Run 1, met1 routing:
Bar = 20 um. Supply wires on this layer in gray.
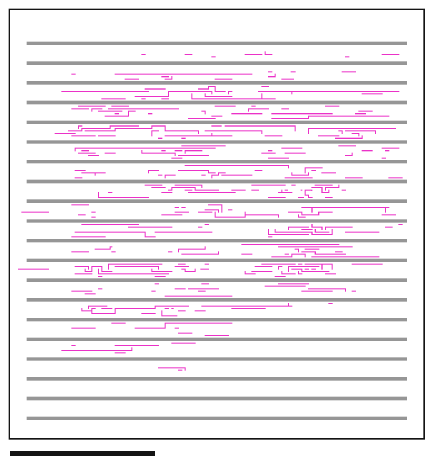
Run 1, routing congestion:
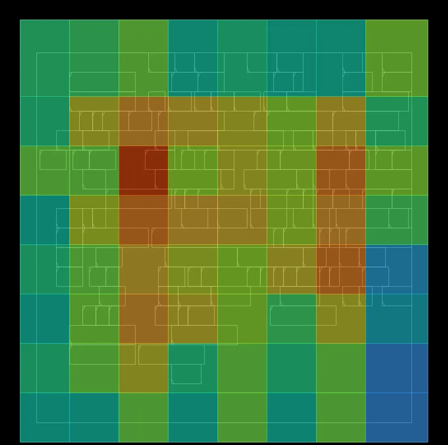
Run 1, PDN straps and rails:
Pins as bars on the die edge.
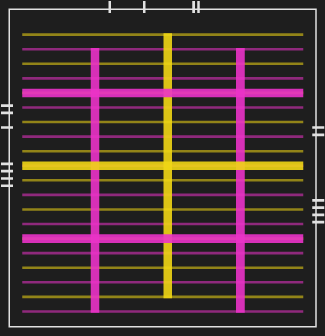
## src/rtl/serial_word_tx.sv

```systemverilog
// Parallel-to-serial word transmitter. A word is accepted over a
// valid/ready handshake and shifted out on SDO. SEN strobes once per bit
// so that a serial-in shift register can capture the word.
module serial_word_tx #(
    parameter int WIDTH     = 8,
    parameter int DIV       = 4,
    parameter bit MSB_FIRST = 1'b1
) (
    input  logic             CLK,
    input  logic             RST,
    input  logic [WIDTH-1:0] PDATA,
    input  logic             PVALID,
    output logic             PREADY,
    input  logic             STALL,
    output logic             SDO,
    output logic             SEN,
    output logic             BUSY,
    output logic             DONE
);

    localparam int DIV_W = (DIV > 1) ? $clog2(DIV) : 1;
    localparam int CNT_W = $clog2(WIDTH + 1);

    localparam logic [DIV_W-1:0] DIV_LAST = DIV_W'(DIV - 1);
    localparam logic [CNT_W-1:0] CNT_LAST = CNT_W'(WIDTH - 1);

    localparam logic [1:0] ST_IDLE  = 2'd0;
    localparam logic [1:0] ST_SHIFT = 2'd1;
    localparam logic [1:0] ST_DONE  = 2'd2;

    logic [1:0]       state;
    logic [WIDTH-1:0] shreg;
    logic [DIV_W-1:0] div;
    logic [CNT_W-1:0] bitcnt;
    logic             strobe_cond;

    // Bit currently presented at the serial output end of the shift register.
    function automatic logic out_bit(input logic [WIDTH-1:0] r);
        if (MSB_FIRST)
            return r[WIDTH-1];
        else
            return r[0];
    endfunction

    // Advance the shift register one bit toward the output end, zero fill.
    function automatic logic [WIDTH-1:0] shift_next(input logic [WIDTH-1:0] r);
        if (MSB_FIRST)
            return {r[WIDTH-2:0], 1'b0};
        else
            return {1'b0, r[WIDTH-1:1]};
    endfunction

    // Output decode: everything from registers, only SEN is gated by STALL.
    always_comb begin
        strobe_cond = (state == ST_SHIFT) && (div == DIV_LAST);
        SEN         = strobe_cond & ~STALL;
        SDO         = (state == ST_SHIFT) ? out_bit(shreg) : 1'b0;
        PREADY      = (state == ST_IDLE);
        BUSY        = (state == ST_SHIFT) || (state == ST_DONE);
        DONE        = (state == ST_DONE);
    end

    // Frame sequencer: accept, divide, shift, count bits, single-cycle DONE.
    always_ff @(posedge CLK or posedge RST) begin
        if (RST) begin
            state  <= ST_IDLE;
            shreg  <= '0;
            div    <= '0;
            bitcnt <= '0;
        end else begin
            case (state)
                ST_IDLE: begin
                    if (PVALID) begin
                        shreg  <= PDATA;
                        div    <= '0;
                        bitcnt <= '0;
                        state  <= ST_SHIFT;
                    end
                end
                ST_SHIFT: begin
                    if (!STALL) begin
                        if (div == DIV_LAST) begin
                            div    <= '0;
                            shreg  <= shift_next(shreg);
                            bitcnt <= bitcnt + CNT_W'(1);
                            if (bitcnt == CNT_LAST)
                                state <= ST_DONE;
                        end else begin
                            div <= div + DIV_W'(1);
                        end
                    end
                end
                ST_DONE: begin
                    state <= ST_IDLE;
                end
                default: begin
                    state <= ST_IDLE;
                end
            endcase
        end
    end

endmodule

```

## config.mk

```make
export PLATFORM = sky130hd
export DESIGN_NAME = serial_word_tx
export DESIGN_NICKNAME = d
export VERILOG_FILES = /design/src/rtl/serial_word_tx.sv
export SDC_FILE = /design/constraint.sdc
export NUM_CORES = 1
export LEC_CHECK = 0
export CAP_MARGIN = 10
export CELL_PAD_IN_SITES_DETAIL_PLACEMENT = 0
export CELL_PAD_IN_SITES_GLOBAL_PLACEMENT = 1
export CORE_AREA = 2 2 55 57
export CTS_CLUSTER_SIZE = 24
export DETAILED_ROUTE_END_ITERATION = 8
export DIE_AREA = 0 0 57 59
export GPL_TIMING_DRIVEN = 0
export PLACE_DENSITY = 0.76
export SYNTH_ARGS = -nofsm -noshare
export SYNTH_HDL_FRONTEND = slang
export SYNTH_SLANG_ARGS = --single-unit
```

## constraint.sdc

```tcl
create_clock -name CLK -period 1.45 [get_ports CLK]
set_input_delay 0.29 -clock CLK [delete_from_list [all_inputs] [get_ports CLK]]
set_output_delay 0.29 -clock CLK [all_outputs]
set_load 0.01 [all_outputs]
```

==> summary.txt, run 1 <==
Mux frac, synth: 9.931%
H-tree depth: 1
Largest net degree at the start of global routing: 17
Total clock sinks: 16
Slew headroom: 59.40%
RSZ-0062 raised after global routing: true
Final WL: 2141 um
Number of global-route vias before repair: 775
Met1 Use GR: 16.39%
Power share of the clock group: 6.3%
Post-DP Area: 1144 sq um
Failing checks: setup timing
Basic Gates by Area: 17.38%
Combinational power share: 71.4%
Commonest Layout Cell: dfrtp_1
Top logic family: simple AND/OR/NAND/NOR gates
Post-route setup slack: -0.1989 ns
Worst setup EP type: register
Top cell class by occupied area: logic gates
Fraction of area in multi-input gates: 41.90%
Port Buf Inserts: 16
Synthesized instance count: 93
Adder Share, Synth: 8.276%
Detail Placement HPWL: 1327 um
Top cells by area: dfrtp_1, mux2i_1, ha_1
FF/Latch Area: 401.6 sq um
Flip-flops: 16
Cell Area, Synth: 907.1 sq um
Worst setup SP type: register
Layout cells sized above 1: 43.41%
Int Power: 2.158 mW
MaxCap Viol Count: 0
Rows: 19
Antenna diodes: 0
Crit path time final: 1.649 ns
Post-route ant nets: 0
Fin Hold WS: 0.3643 ns
CTS Hold Bufs: 0
Crit path DAT: 1.87 ns
RR Startpoint: state[0]$_DFFE_PP0P_
Critical path class: reg -> reg
Hold Crit Class: in -> async
GP Congestion: 0.7801
Top cells excl fill/tap: dfrtp_1, buf_4, clkdlybuf4s50_1
Non-clock buffers: 36
Setup TNS: -2.742 ns
Area delta synth->final: 58.35%
Finished Cell Area: 1436 sq um
Worst VDD drop: 2080 uV
Switching power: 1.545 mW
Synth async-reset ratio: 100.0%
Total CTS buffers: 3
Late-Pin Clk Latency: 0.29 ns
Logic area: 601.8 sq um
CP startpoint: state[0]$_DFFE_PP0P_
End of the worst register-to-register path: shreg[4]$_DFFE_PP0P_
Least-Margin Pin Slew: 0.6083 ns
Starting density of the core: 33.47%
EDFF count, synth: 0
Fillers: 252
Yosys warning tally: 0
DR vias: 816
Top post-synthesis cells by count: dfrtp_1, nor2_1, mux2i_1
Clock tree buffer depth: 2
DRT iter0 DRCs: 18
Pre-CTS WS: -0.6095 ns
Nets: 149
NonClk Buf Share: 23.52%
Yosys cell types: 22
Critical Path RT: 1.67 ns
CTS root buf: clkbuf_4
Clkbuf count: 3
Pwr Density: 2578 nW/um^2
Clock-cell share: 1.568%
Vias/cell: 5.100
Syn Nets: 111
Complex Gates by Area: 15.03%
Count leader, synth: dfrtp_1
Yosys top cell by area: dfrtp_1
Chip area: 3363 sq um
Dominant flop cell: dfrtp_1
P_leak: 0.6229 nW
TritonCTS clock tree: yes
Outcome: finished, violations left
Avg Inst Size Synth: 9.754 sq um
Core area: 2710 sq um
# setup viols final: 17
Cells on worst reg2reg path: 9
Period utilisation layout: 113.7%
Endpoints failing hold: 0
Die Span X: 57 um
Sequential power share: 22.3%
Initial antenna violation count: 0
Well Taps: 31
XOR/XNOR Area Share: 0%
Die height: 59 um
Yosys reg bits: 16
Net Sw Frac: 41.71%
Maximum clock frequency: 606.5 MHz
Invs w/o clock: 7
Multi-input gates: 67
GR peak layer: met2
Synth top area share: 44.14%
Yosys cell count: 93
Total power: 3.703 mW
Seq area share: 27.96%
Pins Over Slew Limit: 0
CP Max Fanout: 6
First-pass GRT wire length: 3574 um
First drt pass iteration count: 4
Clk slew on worst S/H paths: 0.09 ns
Clock skew: 0.002093 ns
About 'met1 routing':
wire length on this layer	887 um
longest straight run	19.3 um
share of all routed wire	41%
main direction	horizontal

About 'routing congestion':
routing usage on met2: 24.96%
met3 Track Usage GR: 3.057%
wire length per cell: 13.38 um

About 'PDN straps and rails':
net	color
VDD	yellow
VSS	magenta
met5 straps	3
met1 rails	20
met4 straps	3
rows	19
signal pins	17

[run 1: worst max-delay path, cell delays in order (launching register included)]
cell,delay [ns]
dfrtp_2,0.44
buf_6,0.14
inv_4,0.05
ha_4,0.16
nor2_4,0.04
a211oi_4,0.31
buf_4,0.18
buf_6,0.12
nor2_1,0.04
a21oi_1,0.10
[run 1: layer usage]
metal  wire length, um  share of wire, %  vias up
li1                  -                 -      396
met1               886                41      397
met2              1129                53       18
met3                86               4.0        5
met4                38               1.8        0
met5                 0                 0        -
[run 1: power by group through the flow]
stage               sequential [mW]  combinational [mW]  clock, mW
finish                        0.826                2.64      0.233
global route                  0.849                2.87      0.270
CTS                           0.803                2.13      0.235
detailed placement            0.819                1.64          0
global placement              0.805                1.62          0
floorplan                     0.781                1.24          0
[run 1: through the flow]
stage / cells / util (%)
final: 160 / 53.00
after global routing: 160 / 53.00
after CTS: 152 / 48.01
after detailed placement: 140 / 42.20
after global placement: 140 / 42.20
after floorplan: 93 / -
[run 1: worst max path at each step]
| stage | endpoint |
|---|---|
| 4_1_cts | shreg[1]$_DFFE_PP0P_ |
| 5_1_grt | bitcnt[3]$_DFFE_PP0P_ |
| 3_5_place_dp | SEN |
| 3_3_place_gp | SEN |
| 2_1_floorplan | bitcnt[0]$_DFFE_PP0P_ |
| 6_report | shreg[4]$_DFFE_PP0P_ |
[run 1: flip-flops by register name, indices dropped and copies added (netlist names)]
| signal | flops |
|---|---|
| shreg | 8 |
| bitcnt | 4 |
| div | 2 |
| state | 2 |
[run 1: what timing repair did]
item,4_1_cts,5_1_grt
gates resized,45,19
setup buffers,8,8
pin swaps,7,8
cloned,1,0
endpoints found under the setup margin,18,17
Run 1, M3 wires:
Bar = 20 um.
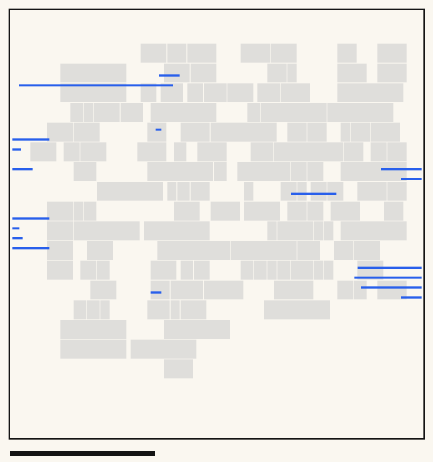

==> inputs of run 2 (changes only) <==
--- a/config.mk
+++ b/config.mk
@@ -13,7 +13,8 @@
 export DETAILED_ROUTE_END_ITERATION = 8
 export DIE_AREA = 0 0 57 59
 export GPL_TIMING_DRIVEN = 0
-export PLACE_DENSITY = 0.76
+export HOLD_SLACK_MARGIN = 0.03
+export PLACE_DENSITY_LB_ADDON = 0.3
 export SYNTH_ARGS = -nofsm -noshare
 export SYNTH_HDL_FRONTEND = slang
 export SYNTH_SLANG_ARGS = --single-unit
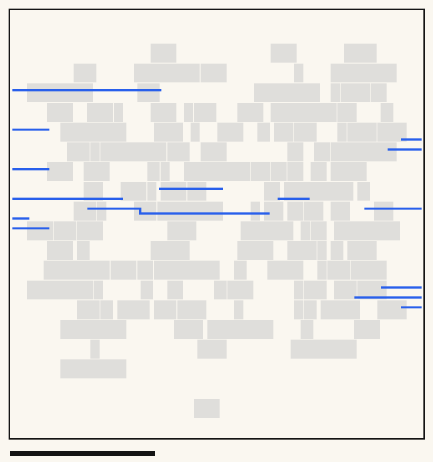
Run 2: M3 wires
Bar = 20 um.
longest straight run	20.2 um
main direction	horizontal
share of all routed wire	5.7%
nets with wire on the layer	14
met3 Track Usage GR: 5.677%
DR vias: 784
final WL: 2146 um

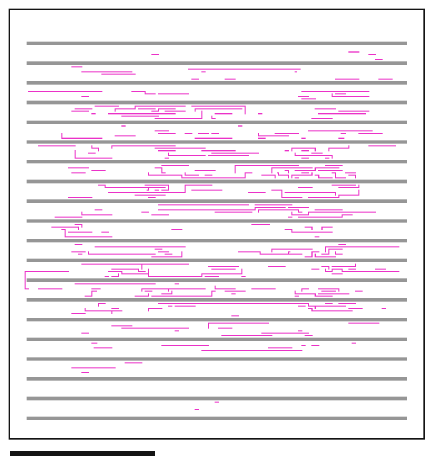
Run 2: met1 routing
Bar = 20 um. Supply wires on this layer in gray.
main direction	horizontal
wire length on this layer	913 um
nets with wire on the layer	121
met1 Use GR: 16.64%

==> summary.txt, run 2 <==
Top-Level Pins: 17 (unchanged)
Combinational power share: 68.5% (was 71.4%)
Avg Inst Size Synth: 9.754 sq um (unchanged)
Starting density of the core: 33.47% (unchanged)
Yosys reg bits: 16 (unchanged)
Period utilisation layout: 114.3% (was 113.7%)
Max reg flops: 8 (unchanged)
Maximum clock frequency: 603.5 MHz (was 606.5 MHz)
MaxCap Viol Count: 0 (unchanged)
Number of global-route vias before repair: 787 (was 775)
Top cells by area: dfrtp_1, mux2i_1, ha_1 (unchanged)
Area delta synth->final: 51.17% (was 58.35%)
Clock skew: 0.002155 ns (was 0.002093 ns)
Int Power: 2.028 mW (was 2.158 mW)
Yosys top cell by area: dfrtp_1 (unchanged)
Worst VDD drop: 1889 uV (was 2080 uV)
Top cells excl fill/tap: dfrtp_1, clkdlybuf4s50_1, buf_6 (was dfrtp_1, buf_4, clkdlybuf4s50_1)
Clk slew on worst S/H paths: 0.10 ns (was 0.09 ns)
Yosys cell types: 22 (unchanged)
Largest net degree at the start of global routing: 17 (unchanged)
Adder Share, Synth: 8.276% (unchanged)
RR Startpoint: state[1]$_DFFE_PP0P_ (was state[0]$_DFFE_PP0P_)
Hold Crit Class: in -> async (unchanged)
Total clock sinks: 16 (unchanged)
Outcome: finished, violations left (unchanged)
Detail Placement HPWL: 1458 um (was 1327 um)
Antenna diodes: 0 (unchanged)
Synth Seq Share: 44.14% (unchanged)
Core area: 2710 sq um (unchanged)
Vias/cell: 5.026 (was 5.100)
Post-route setup slack: -0.2071 ns (was -0.1989 ns)
Dominant flop cell: dfrtp_1 (unchanged)
XOR/XNOR Area Share: 0% (unchanged)
TritonCTS clock tree: yes (unchanged)
Clk power: 0.303 mW (was 0.233 mW)
CP startpoint: state[1]$_DFFE_PP0P_ (was state[0]$_DFFE_PP0P_)
Count leader, synth: dfrtp_1 (unchanged)
Top pwr grp: combinational logic (unchanged)
Post-route ant nets: 0 (unchanged)
CTS Hold Bufs: 0 (unchanged)
Failing checks: setup timing (unchanged)
Pre-CTS WS: -0.5953 ns (was -0.6095 ns)
EDFF count, synth: 0 (unchanged)
Critical Path RT: 1.64 ns (was 1.67 ns)
RSZ-0062 raised after global routing: true (unchanged)
Endpoints failing hold: 0 (unchanged)
Top logic family: simple AND/OR/NAND/NOR gates (unchanged)
# setup viols final: 17 (unchanged)
Comb pwr: 2.40 mW (was 2.64 mW)
DRT iter0 DRCs: 14 (was 18)
Critical path class: reg -> reg (unchanged)
Port Buf Inserts: 16 (unchanged)
Synth top area share: 44.14% (unchanged)
Switching power: 1.469 mW (was 1.545 mW)
Net Sw Frac: 42.00% (was 41.71%)
Worst setup SP type: register (unchanged)
Commonest Layout Cell: dfrtp_1 (unchanged)
P_leak: 0.5994 nW (was 0.6229 nW)
Regs by FF count: shreg x8, bitcnt x4 (unchanged)
Sequential power: 0.799 mW (was 0.826 mW)
Yosys cell count: 93 (unchanged)
Sequential power share: 22.8% (was 22.3%)
# DRC: 0 (unchanged)
Worst Path Buf+Inv: 3 (was 4)
First drt pass iteration count: 2 (was 4)
Complex Gates by Area: 15.03% (unchanged)
Total CTS buffers: 3 (unchanged)
Basic Gates by Area: 17.38% (unchanged)
Pins Over Slew Limit: 0 (unchanged)
Worst path cell trace: inv_2 -> buf_6 -> ha_4 -> nor2b_4 -> a211oi_4 -> buf_4 -> mux2i_1 -> nand2_1 (was buf_6 -> inv_4 -> ha_4 -> nor2_4 -> a211oi_4 -> buf_4 -> buf_6 -> nor2_1 -> a21oi_1)
First-pass GRT wire length: 3712 um (was 3574 um)
Late-Pin Clk Latency: 0.29 ns (about the same)
Die height: 59 um (unchanged)
Least-Margin Pin Slew: 0.6446 ns (was 0.6083 ns)
Clock tree buffer depth: 2 (unchanged)
Crit path max-delay family: flip-flops (was buffers and inverters)
CP Max Fanout: 4 (was 6)
CTS root buf: clkbuf_4 (unchanged)
Die Span X: 57 um (unchanged)
Mux frac, synth: 9.931% (unchanged)
Grt ovf: 0 (unchanged)
Crit path DAT: 1.85 ns (was 1.87 ns)
Critical path's slowest cell: dfrtp_1 (was dfrtp_2)
Synth async-reset ratio: 100.0% (unchanged)
Layout cells sized above 1: 41.60% (was 43.41%)
Rows: 19 (unchanged)
Chip area: 3363 sq um (unchanged)
Power share of the clock group: 8.7% (was 6.3%)
CP max stage delay: 0.39 ns (was 0.44 ns)
Top post-synthesis cells by count: dfrtp_1, nor2_1, mux2i_1 (unchanged)
Top reg by flops: shreg (unchanged)
Pwr Density: 2550 nW/um^2 (was 2578 nW/um^2)
Tool warnings: 31 (unchanged)
Nets: 144 (was 149)
Syn Nets: 111 (unchanged)
Yosys Chip Area: 907.1 sq um (unchanged)
H-tree depth: 1 (unchanged)
Slew headroom: 56.98% (was 59.40%)
Yosys warning tally: 0 (unchanged)
GP Congestion: 0.7226 (was 0.7801)
Crit path time final: 1.657 ns (was 1.649 ns)
Worst setup EP type: register (unchanged)
Synthesized instance count: 93 (unchanged)
Cell Area, Synth: 907.1 sq um (unchanged)
Initial antenna violation count: 0 (unchanged)
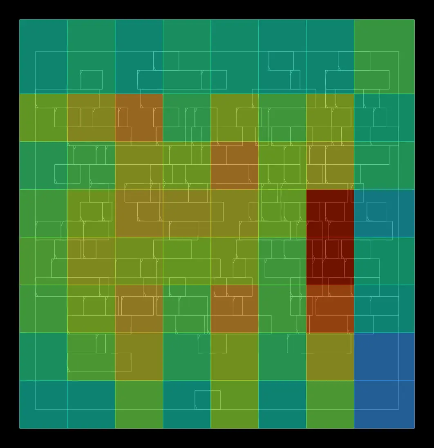
Run 2: routing congestion
wire length per cell: 13.76 um
post-layout util: 50.60%
total global-route track usage: 14.37%
GR peak layer: met2
routing usage on met2: 24.63%

==> run 2: per-layer routing <==
layer  share of wire (%)  vias up
li1                    -      384
met4                0.61        0
met1                  42      381
met3                 5.6        2
met2                  51       17
met5                   0        -
==> run 2: timing repair <==
action | in CTS | in global routing
resized | 46 | 13
buffers inserted | 10 | 1
gates cloned | 1 | 1
pin swaps | 3 | 7
setup endpoints to repair | 17 | 18
==> run 2: path summary, 6_finish.rpt <==
kind                                    endpoint  slack, ns  depth (start not counted)
min in group CLK           bitcnt[0]$_DFFE_PP0P_       0.53                          1
max in group asynchronous   state[0]$_DFFE_PP0P_       0.63                          2
max reg2reg                bitcnt[3]$_DFFE_PP0P_      -0.21                          8
min                         shreg[4]$_DFFE_PP0P_       0.38                          2
max                        bitcnt[3]$_DFFE_PP0P_      -0.21                          8
min reg2reg                bitcnt[0]$_DFFE_PP0P_       0.53                          1
==> run 2: cells by family after synthesis <==
| family | count (synthesis) |
|---|---|
| simple gates | 31 |
| compound gates | 21 |
| flops | 16 |
| buf+inv | 10 |
| mux | 9 |
| fa+ha+maj | 6 |
==> run 2: metrics by stage <==
stage          cell area, sq um  TNS (ns)  total power, mW  hold WS, ns  instances
6_report                   1371    -2.327            3.497       0.3768        156
4_1_cts                    1329    -2.418            3.377       0.4048        155
3_5_place_dp               1144    -5.069            2.480       0.5229        140
2_1_floorplan             944.7         0            2.025       0.2037         93
5_1_grt                    1371    -3.226            3.770       0.4291        156
3_3_place_gp               1144    -4.787            2.441       0.4948        140
==> run 2: area by class of cell <==
cell class	instances	area (sq um)
fill	263	1339
clock buffer	4	36.28
multi-input combinational	67	573.1
timing repair buffer	28	260.3
sequential	16	401.6
tap	31	38.79
buffer	3	27.53
inverter	7	33.78
No activity file was given, so power comes from the tool's default toggle rates.
